<file path="config.mk">
export PLATFORM = sky130hd
export DESIGN_NAME = mem_port_arbiter
export DESIGN_NICKNAME = d
export VERILOG_FILES = /design/src/rtl/mem_port_arbiter_pkg.sv /design/src/rtl/mem_port_arbiter_rr_pick2.sv /design/src/rtl/mem_port_arbiter.sv
export SDC_FILE = /design/constraint.sdc
export NUM_CORES = 1
export LEC_CHECK = 0
export CORE_MARGIN = 10
export CORE_UTILIZATION = 38
export CTS_BUF_LIST = sky130_fd_sc_hd__clkbuf_4 sky130_fd_sc_hd__clkbuf_8
export DETAILED_ROUTE_END_ITERATION = 8
export PLACE_DENSITY_LB_ADDON = 0.3
export SLEW_MARGIN = 15
export SYNTH_ARGS = -nofsm -noshare
export SYNTH_HDL_FRONTEND = slang
export SYNTH_SLANG_ARGS = --single-unit
</file>
<file path="constraint.sdc">
create_clock -name clock -period 2.2 [get_ports clock]
set_input_delay 0.44 -clock clock [delete_from_list [all_inputs] [get_ports clock]]
set_output_delay 0.44 -clock clock [all_outputs]
set_load 0.05 [all_outputs]
</file>
<file path="src/rtl/mem_port_arbiter_pkg.sv">
// Shared types and constants for the unified memory-port arbiter.
package mem_port_arbiter_pkg;

    // Arbiter transaction phases.
    typedef enum logic [1:0] {
        ST_IDLE,
        ST_ISSUE,
        ST_WAIT,
        ST_DRAIN
    } arb_state_t;

    // Requester identity; the value doubles as the bit index into the valid vector.
    typedef enum logic {
        REQ_IF = 1'b0,
        REQ_LS = 1'b1
    } requester_t;

    // Width of the WAIT-phase timeout counter (TIMEOUT must fit: 1..255).
    localparam int TO_CNT_W = 8;

    // Round-robin tie-break: the requester that did not win last time.
    function automatic requester_t other_requester(input requester_t id);
        return (id == REQ_IF) ? REQ_LS : REQ_IF;
    endfunction

endpackage

</file>
<file path="src/rtl/mem_port_arbiter_rr_pick2.sv">
// Combinational two-way round-robin picker.
module arb_rr_pick2
    import mem_port_arbiter_pkg::*;
(
    input  logic [1:0] valid,
    input  requester_t last_grant,
    output logic       grant_valid,
    output requester_t grant_id
);

    // Sole requester wins; on a tie the one not granted last time wins.
    always_comb begin
        // NOTE: every output gets a default first so no path can infer a latch.
        grant_valid = |valid;
        grant_id    = REQ_IF;
        if (valid == 2'b11) begin
            grant_id = other_requester(last_grant);
        end else if (valid[REQ_LS]) begin
            grant_id = REQ_LS;
        end
    end

endmodule

</file>
<file path="src/rtl/mem_port_arbiter.sv">
// Shares one memory port between instruction fetch (IF) and load/store (LS),
// one transaction at a time, with a bounded wait that turns a hung access
// into an error response.
module mem_port_arbiter
    import mem_port_arbiter_pkg::*;
#(
    parameter int ADDR_W  = 32,
    parameter int DATA_W  = 32,
    parameter int TIMEOUT = 255
) (
    input  logic                clock,
    input  logic                reset,
    input  logic                if_req_valid,
    output logic                if_req_ready,
    input  logic [ADDR_W-1:0]   if_req_addr,
    output logic                if_resp_valid,
    output logic [DATA_W-1:0]   if_resp_rdata,
    output logic                if_resp_err,
    input  logic                ls_req_valid,
    output logic                ls_req_ready,
    input  logic [ADDR_W-1:0]   ls_req_addr,
    input  logic                ls_req_write,
    input  logic [DATA_W-1:0]   ls_req_wdata,
    input  logic [DATA_W/8-1:0] ls_req_wstrb,
    output logic                ls_resp_valid,
    output logic [DATA_W-1:0]   ls_resp_rdata,
    output logic                ls_resp_err,
    output logic                mem_req_valid,
    input  logic                mem_req_ready,
    output logic [ADDR_W-1:0]   mem_addr,
    output logic                mem_write,
    output logic [DATA_W-1:0]   mem_wdata,
    output logic [DATA_W/8-1:0] mem_wstrb,
    input  logic                mem_resp_valid,
    input  logic [DATA_W-1:0]   mem_rdata,
    output logic                busy
);

    localparam int STRB_W = DATA_W / 8;
    localparam logic [TO_CNT_W-1:0] TO_LAST = TO_CNT_W'(TIMEOUT - 1);

    typedef struct packed {
        logic [ADDR_W-1:0] addr;
        logic              write;
        logic [DATA_W-1:0] wdata;
        logic [STRB_W-1:0] wstrb;
    } mem_req_t;

    arb_state_t          state;
    requester_t          last_grant;
    requester_t          grant;
    logic [TO_CNT_W-1:0] to_cnt;
    mem_req_t            req_q;
    mem_req_t            req_new;

    logic       grant_valid;
    requester_t grant_id;
    logic       accept;
    logic       resp_ok;
    logic       resp_to;
    logic [DATA_W-1:0] resp_rdata;

    arb_rr_pick2 u_pick (
        .valid       ({ls_req_valid, if_req_valid}),
        .last_grant  (last_grant),
        .grant_valid (grant_valid),
        .grant_id    (grant_id)
    );

    // Request handshake and the command captured on acceptance; fetches are reads.
    always_comb begin
        accept        = (state == ST_IDLE) && !reset && grant_valid;
        if_req_ready  = accept && (grant_id == REQ_IF);
        ls_req_ready  = accept && (grant_id == REQ_LS);
        req_new       = '0;
        req_new.addr  = if_req_addr;
        if (grant_id == REQ_LS) begin
            req_new.addr  = ls_req_addr;
            req_new.write = ls_req_write;
            req_new.wdata = ls_req_wdata;
            req_new.wstrb = ls_req_wstrb;
        end
    end

    // Response steering: a real response beats a same-cycle timeout, and only
    // the granted requester ever sees a pulse.
    always_comb begin
        resp_ok       = (state == ST_WAIT) && !reset && mem_resp_valid;
        resp_to       = (state == ST_WAIT) && !reset && !mem_resp_valid && (to_cnt == TO_LAST);
        resp_rdata    = (resp_ok && !req_q.write) ? mem_rdata : '0;
        if_resp_valid = (resp_ok || resp_to) && (grant == REQ_IF);
        ls_resp_valid = (resp_ok || resp_to) && (grant == REQ_LS);
        if_resp_err   = resp_to && (grant == REQ_IF);
        ls_resp_err   = resp_to && (grant == REQ_LS);
        if_resp_rdata = if_resp_valid ? resp_rdata : '0;
        ls_resp_rdata = ls_resp_valid ? resp_rdata : '0;
    end

    assign mem_req_valid = (state == ST_ISSUE);
    assign mem_addr      = req_q.addr;
    assign mem_write     = req_q.write;
    assign mem_wdata     = req_q.wdata;
    assign mem_wstrb     = req_q.wstrb;
    assign busy          = (state != ST_IDLE);

    // Transaction FSM: accept, issue, wait with timeout, drain a late response.
    always_ff @(posedge clock) begin
        if (reset) begin
            // NOTE: the captured command is reset because it drives mem_* outputs directly.
            state      <= ST_IDLE;
            last_grant <= REQ_LS;
            grant      <= REQ_LS;
            to_cnt     <= '0;
            req_q      <= '0;
        end else begin
            // NOTE: non-blocking assignments so every register samples pre-edge values.
            case (state)
                ST_IDLE: begin
                    if (grant_valid) begin
                        req_q      <= req_new;
                        grant      <= grant_id;
                        last_grant <= grant_id;
                        state      <= ST_ISSUE;
                    end
                end
                ST_ISSUE: begin
                    if (mem_req_ready) begin
                        to_cnt <= '0;
                        state  <= ST_WAIT;
                    end
                end
                ST_WAIT: begin
                    to_cnt <= to_cnt + TO_CNT_W'(1);
                    if (mem_resp_valid) begin
                        state <= ST_IDLE;
                    end else if (to_cnt == TO_LAST) begin
                        state <= ST_DRAIN;
                    end
                end
                ST_DRAIN: begin
                    if (mem_resp_valid) begin
                        state <= ST_IDLE;
                    end
                end
                default: state <= ST_IDLE;
            endcase
        end
    end

endmodule
</file>
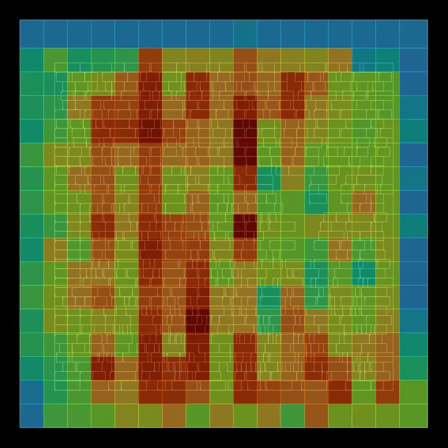
Figure 1: run 1, routing congestion.
final core occ: 81.3%
busiest grt layer: met2
total track usage: 23.7%
met1 usage: 23.8%

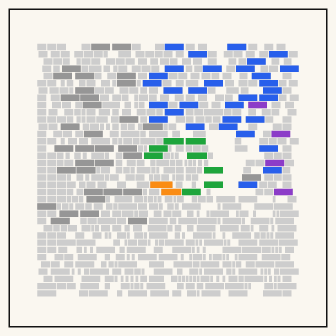
Figure 2: run 1, register map, names as in the netlist.
Other sequential cells in the stronger grey, the rest of the logic in the fainter grey.
- green: to_cnt (sequential cells 8; where middle)
- orange: state (sequential cells 2)
- blue: mem_wdata (sequential cells 32)
- purple: mem_wstrb (sequential cells 4; where right middle)
- not coloured: 34
sequential cell area: 1610 um^2
Seq group: 1.64 mW
Seq area share: 21.2%

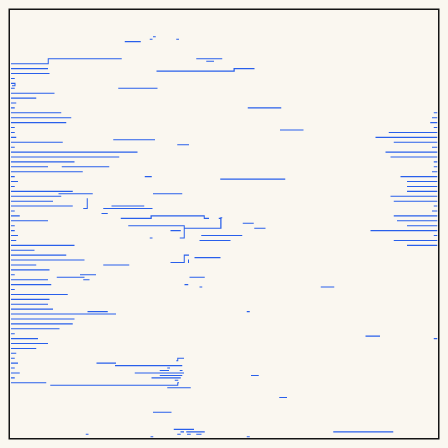
Figure 3: run 1, signal wires on met3.
- main direction: horizontal
- wire length on this layer: 1230 um
- longest straight run: 35.2 um

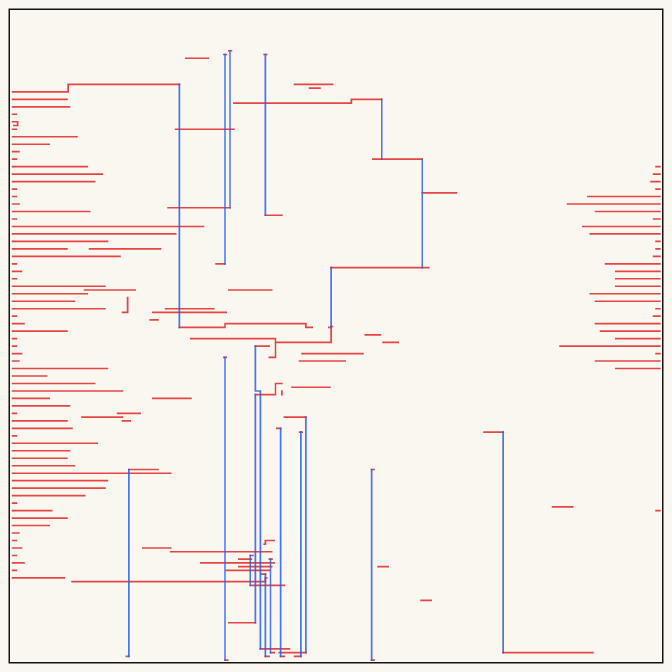
Figure 4: run 1, routed metal, one colour a layer.
Two of the layers only.
- blue: met4 (wire length 605 um)
- red: met3 (wire length 1230 um)

## run 1: stage by stage
| stage | area [um^2] | instances | setup TNS [ns] |
|---|---|---|---|
| after floorplan | 3720 | 417 | -0.565 |
| after global placement | 7340 | 808 | 0 |
| after detailed placement | 7340 | 808 | 0 |
| after CTS | 7570 | 824 | 0 |
| after global routing | 7620 | 825 | -0.160 |
| final | 7620 | 825 | 0 |
## run 1: layer usage
| layer | wire length, um | share of wire, % | track usage [%] | vias up |
|---|---|---|---|---|
| met5 | 0 | 0 | 0 | - |
| met4 | 605 | 3.4 | 8.70 | 0 |
| met3 | 1230 | 6.9 | 7.62 | 39 |
| met2 | 9840 | 55 | 44.5 | 202 |
| met1 | 6180 | 35 | 23.8 | 2037 |
| li1 | - | - | - | 2041 |
## run 1: power groups by stage
stage	clock (mW)	combinational, mW	sequential (mW)
floorplan	0	0.448	2.04
global placement	0	1.42	1.66
finish	1.02	1.47	1.64
detailed placement	0	1.45	1.67
CTS	1.04	1.46	1.64
global route	1.09	1.54	1.66
## run 1: timing repair
item | CTS | global route
endpoints found under the setup margin | 68 | 33
gates resized | 12 | 17
pin swaps | 3 | 2
## run 1: kinds of logic after synthesis
| group | Yosys count |
|---|---|
| simple gates | 134 |
| compound gates | 124 |
| buf+inv | 45 |
| mux | 32 |
| fa+ha+maj | 2 |
| flops | 80 |
## run 1: final cells by class
class	instances	area, um^2	area share, %
flip-flops and latches	80	1610	21.2
clock inverters	6	50.0	0.657
repair buffers	302	3700	48.5
multi-input cells	292	1940	25.4
inverters	5	18.8	0.246
well taps	129	161	2.12
diodes	1	2.50	0.0329
clock buffers	10	138	1.81
## run 1: worst max-delay path: cells and delay by family
family / cells / cell delay (ns)
and+or+nand+nor: 2 / 0.33
buffers and inverters: 3 / 0.97
==> results.sh, run 1 <==
# flow metrics
export IMPL_postSynthSeqShare_pct=43.4
export IMPL_status="finished, final reports clean"
export IMPL_mux_area_share_pct=8.67
export IMPL_avgSynthCellArea_um2=8.86
export IMPL_xor_area_share_pct=0
export IMPL_clock_skew_ns=0.00754
export IMPL_common_cells="dfxtp_1 (80), nor2_1 (69), a21oi_1 (41)"
export IMPL_rsz0062_at_grt="yes"
export IMPL_ir_worst_vdd_uv=471
export IMPL_fin_ws_ns=0.0224
export IMPL_netlist_area_um2=3690
export IMPL_synth_nets=558
export IMPL_grt_antenna_before_repair=1
export IMPL_grt_pass1_vias=4482
export IMPL_clock_sinks=80
export IMPL_clockPowerShare_pct=24.7
export IMPL_synth_compound_area_share_pct=24.4
export IMPL_layout_cells_most_common="clkdlybuf4s50_1"
export IMPL_dp_hpwl_mm=14.2
export IMPL_topCombFamilyByArea="AND-OR/OR-AND gates"
export IMPL_post_route_period_util_pct=99.0
export IMPL_grt_ovfl_total=0
export IMPL_r2r_start="state[1]"
Figure 5. Ports around the boundary (run 1).
Pins as bars across the die edge, other pins in grey.
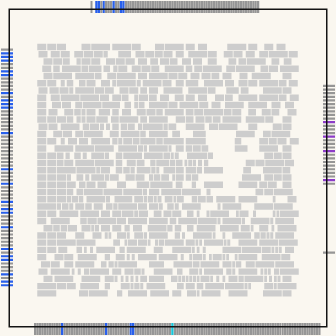

==> run 1 -> run 2 <==
Settings changed: CORE_AREA from default to 2 2 108 110, CORE_MARGIN 10 to default, CORE_UTILIZATION 38 to default, DIE_AREA from default to 0 0 110 112.
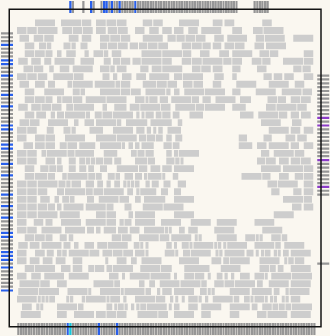
Figure 6: run 2, ports around the boundary.
Pins as bars across the die edge, other pins in grey.
- cyan: mem_req_valid (pins 1; direction output; edge bottom)
- purple: mem_wstrb (pins 4; direction output; edge right)
- blue: if_req_addr (pins 32; direction input; edge 22 left, 7 top, 3 bottom)
- all pins by edge: 115 bottom, 68 left, 64 top, 33 right
port bufs: 279
Die Y: 112 um
die width: 110 um

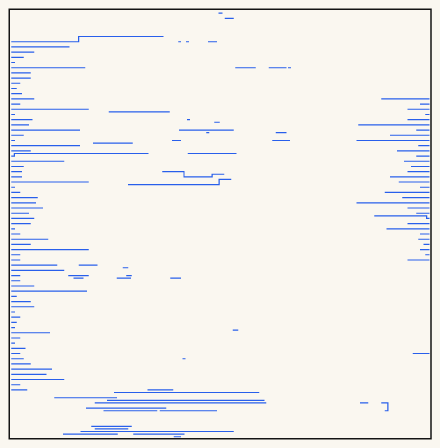
Figure 7: run 2, signal wires on met3.
- wire length on this layer: 1130 um
- share of all routed wire: 7.7%
- longest straight run: 44.6 um
- main direction: horizontal
final wirelength: 14.6 mm
detailed-route via count: 4244
routing usage on met3: 6.67%

==> run 2 against run 1 <==
Routed wire length is 18% lower. First-iteration DRC count is 8.0% lower. Critical path depth is 1 higher. Highest routed layer unchanged.
==> results.sh, run 2 <==
# flow metrics
export IMPL_finalNonFillerCells=840
export IMPL_postSynthSeqShare_pct=43.4
export IMPL_htreeDepth=3
export IMPL_ys_cells=417
export IMPL_warning_count=28
export IMPL_synth_cell_type_count=40
export IMPL_cts_tree="done"
export IMPL_design_area_um2=7710
export IMPL_ant_nets=0
export IMPL_grt_pass1_vias=4158
export IMPL_clock_skew_ns=0.0113
export IMPL_dp_cells=823
export IMPL_dp_hpwl_mm=11.4
export IMPL_cp_start_kind="primary input"
export IMPL_yosysWarnings=0
export IMPL_grt_first_pass_wirelength_mm=21.6
export IMPL_avgSynthCellArea_um2=8.86
export IMPL_post_synth_top_count_cell="dfxtp_1"
export IMPL_common_cells="dfxtp_1 (80), nor2_1 (69), a21oi_1 (41)"
export IMPL_die_area_um2=12300
export IMPL_layout_cells_most_common="clkdlybuf4s50_1"
export IMPL_synth_nets=558
export IMPL_ys_chip_area_um2=3690
export IMPL_finalSetupTns_ns=0
export IMPL_hp_class="reg -> reg"
export IMPL_track_usage_pct=22.6
export IMPL_maxCapViolCount=0
export IMPL_fin_nets=833
export IMPL_status="finished, final reports clean"
export IMPL_core_area_um2=11200
export IMPL_root_buffer="clkbuf_8"
export IMPL_post_route_period_util_pct=98.3
export IMPL_endpoint_kind="primary output"
export IMPL_placed_area_um2=7390
export IMPL_grt_ovfl_total=0
export IMPL_fin_ws_ns=0.0380
export IMPL_ir_worst_vdd_uv=455
export IMPL_power_total_mw=4.11
export IMPL_grt_antenna_before_repair=0
export IMPL_clock_sinks=80
export IMPL_fillers=873
export IMPL_power_density_nw_per_um2=533
export IMPL_netlist_area_um2=3690
export IMPL_num_rows=39
export IMPL_num_antenna_cells=0
export IMPL_cts_inserted_buffers=9
export IMPL_maxSlewHeadroom_pct=34.7
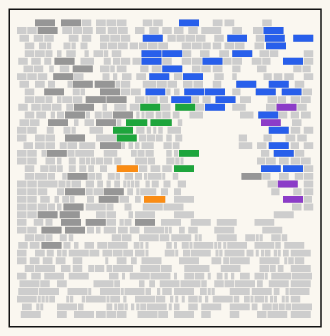
Figure 8: run 2, register map, names as in the netlist.
Other sequential cells in the stronger grey, the rest of the logic in the fainter grey.
- blue: mem_wdata (sequential cells 32)
- orange: state (sequential cells 2)
- green: to_cnt (sequential cells 8)
- purple: mem_wstrb (sequential cells 4; where right middle)
- not coloured: 34
sequential cell area: 1610 um^2
Seq area share: 20.8%
final core occ: 69.0%

run 2: cell counts after synthesis:
Identical to the previous run, type by type.
run 2: cells by family after synthesis:
family | count (synthesis) | share of synthesized area [%]
AND-OR/OR-AND | 124 | 24.4
adder cells (fa/ha/maj) | 2 | 0.677
buffers and inverters | 45 | 7.25
flip-flops | 80 | 43.4
multiplexers | 32 | 8.67
AND/OR/NAND/NOR | 134 | 15.7
run 2: worst max-delay path: stages:
cell and delay (ns):
clkdlybuf4s50_1 0.51, buf_12 0.14, buf_12 0.12, nand2_1 0.11
nor2_1 0.22, buf_12 0.17
run 2: per-layer routing:
layer  GRT usage, %  up-vias  share of wire, %
met3           6.67       28               7.7
met1           25.9     2005                37
li1               -     2045                 -
met2           39.1      166                52
met4           8.02        0               2.8
met5              0        -                 0
run 2: final cells by class:
type,instances,area (um^2),area share [%]
multi-input combinational,292,1970,25.6
inverter,5,18.8,0.243
tap,143,179,2.32
sequential,80,1610,20.8
clock buffer,9,124,1.61
clock inverter,7,60.1,0.779
timing repair buffer,304,3750,48.6
run 2: repair_timing:
item / in CTS / in global routing
setup endpoints to repair: 20 / 69
gates resized: 8 / 34
buffers inserted: 0 / 0
gates cloned: 0 / 1
run 2: path summary, 6_finish.rpt:
path / start / endpoint / slack, ns / cells past startpoint
max: mem_resp_valid / if_resp_rdata[15] / 0.04 / 6
min reg2reg: mem_wstrb[1] / mem_wstrb[1] / 0.48 / 1
max reg2reg: state[1] / mem_wdata[30] / 0.26 / 5
min: mem_wstrb[1] / mem_wstrb[1] / 0.48 / 1
run 2: power breakdown:
| part | internal (mW) | switching, mW |
|---|---|---|
| Clock | 0.434 | 0.582 |
| Combinational | 0.627 | 0.822 |
| Sequential | 1.57 | 0.0766 |
| Total | 2.63 | 1.48 |
Figure 9. Routed metal, one colour a layer (run 2).
Two of the layers only.
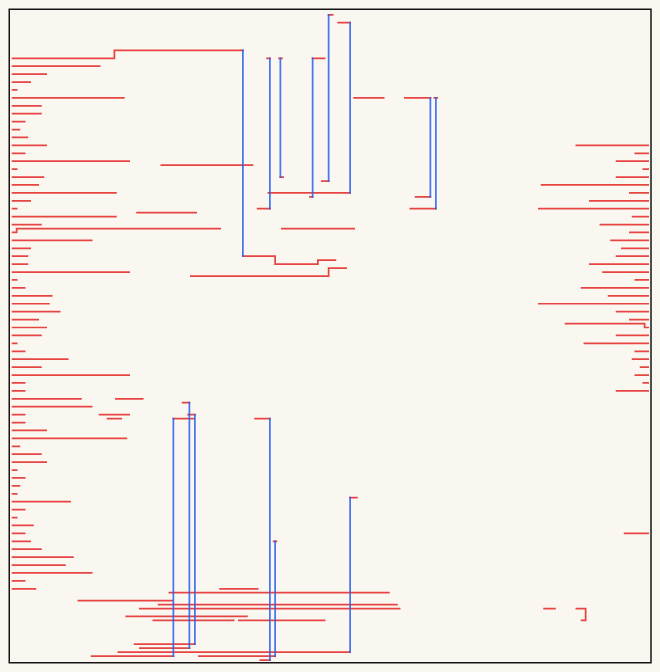

==> run 2 -> run 3 <==
Clock period 2.2 ns to 2.6 ns, I/O delays scaled along.
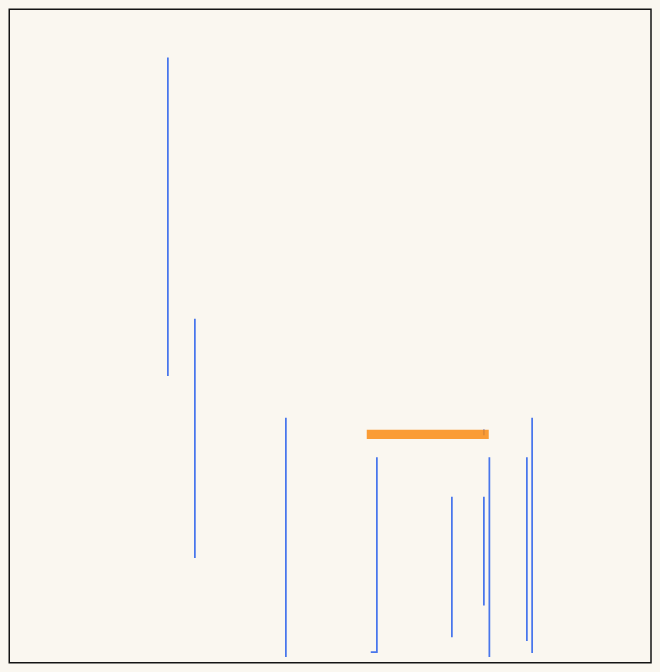
Figure 10: run 3, routed metal, one colour a layer.
Two of the layers only.
- orange: met5 (wire length 19.3 um)
- blue: met4 (wire length 319 um)

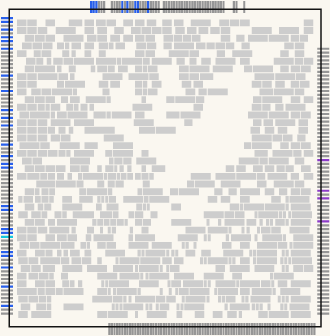
Figure 11: run 3, ports around the boundary.
Pins as bars across the die edge, other pins in grey.
- purple: mem_wstrb (pins 4; direction output; edge right)
- blue: if_req_addr (pins 32; direction input; edge 24 left, 8 top)
- cyan: mem_req_valid (pins 1; direction output; edge left)
- all pins by edge: 80 bottom, 78 left, 70 right, 52 top

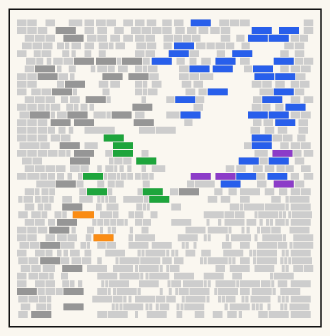
Figure 12: run 3, register map, names as in the netlist.
Other sequential cells in the stronger grey, the rest of the logic in the fainter grey.
- blue: mem_wdata (sequential cells 32)
- purple: mem_wstrb (sequential cells 4; where right middle)
- orange: state (sequential cells 2)
- green: to_cnt (sequential cells 8)
- not coloured: 34

==> run 3 against run 2 <==
Combinational power is 19% lower. Die area stayed put. Via count is 2.5% lower.
==> results.sh, run 3 <==
# flow metrics
export IMPL_num_vias=4136
export IMPL_comb_area_um2=1850
export IMPL_crit_path_max_incr_delay_ns=0.42
export IMPL_cp_start_kind="flip-flop"
export IMPL_xor_area_share_pct=0
export IMPL_finalNonFillerCells=827
export IMPL_top_area_cell_class="buffers"
export IMPL_dp_hpwl_mm=10.6
export IMPL_finalSetupTns_ns=0
export IMPL_post_route_period_util_pct=93.0
export IMPL_grt_pass1_vias=3989
export IMPL_die_area_um2=12300
export IMPL_maxSlewHeadroom_pct=63.0
export IMPL_root_buffer="clkbuf_8"
export IMPL_status="finished, final reports clean"
export IMPL_core_area_um2=11200
export IMPL_comb_cells=292
export IMPL_critPathBufInv=2
export IMPL_htreeDepth=3
export IMPL_yosysWarnings=0
export IMPL_common_cells="dfxtp_1 (80), nor2_1 (69), a21oi_1 (41)"
export IMPL_die_h_um=112
export IMPL_post_route_util_pct=66.7
export IMPL_seq_cells=80
export IMPL_ys_chip_area_um2=3690
export IMPL_num_rows=39
export IMPL_grt_antenna_before_repair=1
export IMPL_warning_count=27
export IMPL_crit_family="simple AND/OR/NAND/NOR gates"
export IMPL_synth_simple_area_share_pct=15.7
export IMPL_clock_skew_ns=0.0104
export IMPL_regArea_um2=1600
export IMPL_path_depth=5
export IMPL_ys_cells=417
export IMPL_synth_nets=558
export IMPL_fin_nets=820
export IMPL_ir_worst_vdd_uv=342
export IMPL_netlist_area_um2=3690
export IMPL_buffers=291
export IMPL_synthAdderAreaFrac_pct=0.678
export IMPL_min_delay_path_depth=1
-- run 3: netlist changes by cell type in the layout (fill, tap and decap cells not counted), moves of 2 or more --
| cell | previous run | this run |
|---|---|---|
| buf_12 | 75 | 72 |
| buf_4 | 21 | 10 |
| clkdlybuf4s50_1 | 206 | 208 |
| clkinvlp_4 | 0 | 3 |
| dfxtp_1 | 75 | 79 |
| dfxtp_2 | 5 | 1 |
| inv_6 | 4 | 2 |
| nor2_1 | 32 | 67 |
| nor2_2 | 36 | 2 |
-- run 3: power breakdown --
group,internal [mW],switching [mW]
sequential,1.32,0.0601
clock,0.451,0.479
combinational,0.511,0.673
-- run 3: metrics by stage --
step / worst slack [ns] / area [um^2] / hold slack (ns)
2_1_floorplan: 0.0552 / 3700 / 0.474
3_3_place_gp: 0.316 / 7250 / 0.455
3_5_place_dp: 0.288 / 7250 / 0.453
4_1_cts: 0.0438 / 7450 / 0.479
5_1_grt: 0.0413 / 7460 / 0.498
6_report: 0.182 / 7460 / 0.476
-- run 3: repair_timing --
action                     4_1_cts  5_1_grt
hold endpoints to repair         0        0
setup endpoints to repair        0       10
resized                          0        2
-- run 3: cell families (layout without fill, tap and decap cells) --
group | Yosys count | after routing
simple gates | 134 | 134
compound gates | 124 | 124
flops | 80 | 80
buf+inv | 45 | 312
mux | 32 | 32
fa+ha+maj | 2 | 2
-- run 3: worst paths after layout --
check                from  slack, ns          endpoint
max              state[1]       0.18  ls_resp_rdata[1]
min          mem_wstrb[0]       0.48      mem_wstrb[0]
max reg2reg      state[0]       0.68     mem_wdata[25]
min reg2reg  mem_wstrb[0]       0.48      mem_wstrb[0]
-- run 3: routing by layer --
metal	track usage [%]	up-vias	routed length (um)
li1	-	2020	-
met2	36.6	196	6750
met5	0	-	19
met3	8.61	22	1430
met4	8.44	2	318
met1	24.4	1896	5170
Power figures rest on the tool's default switching activity, not on a simulated workload.
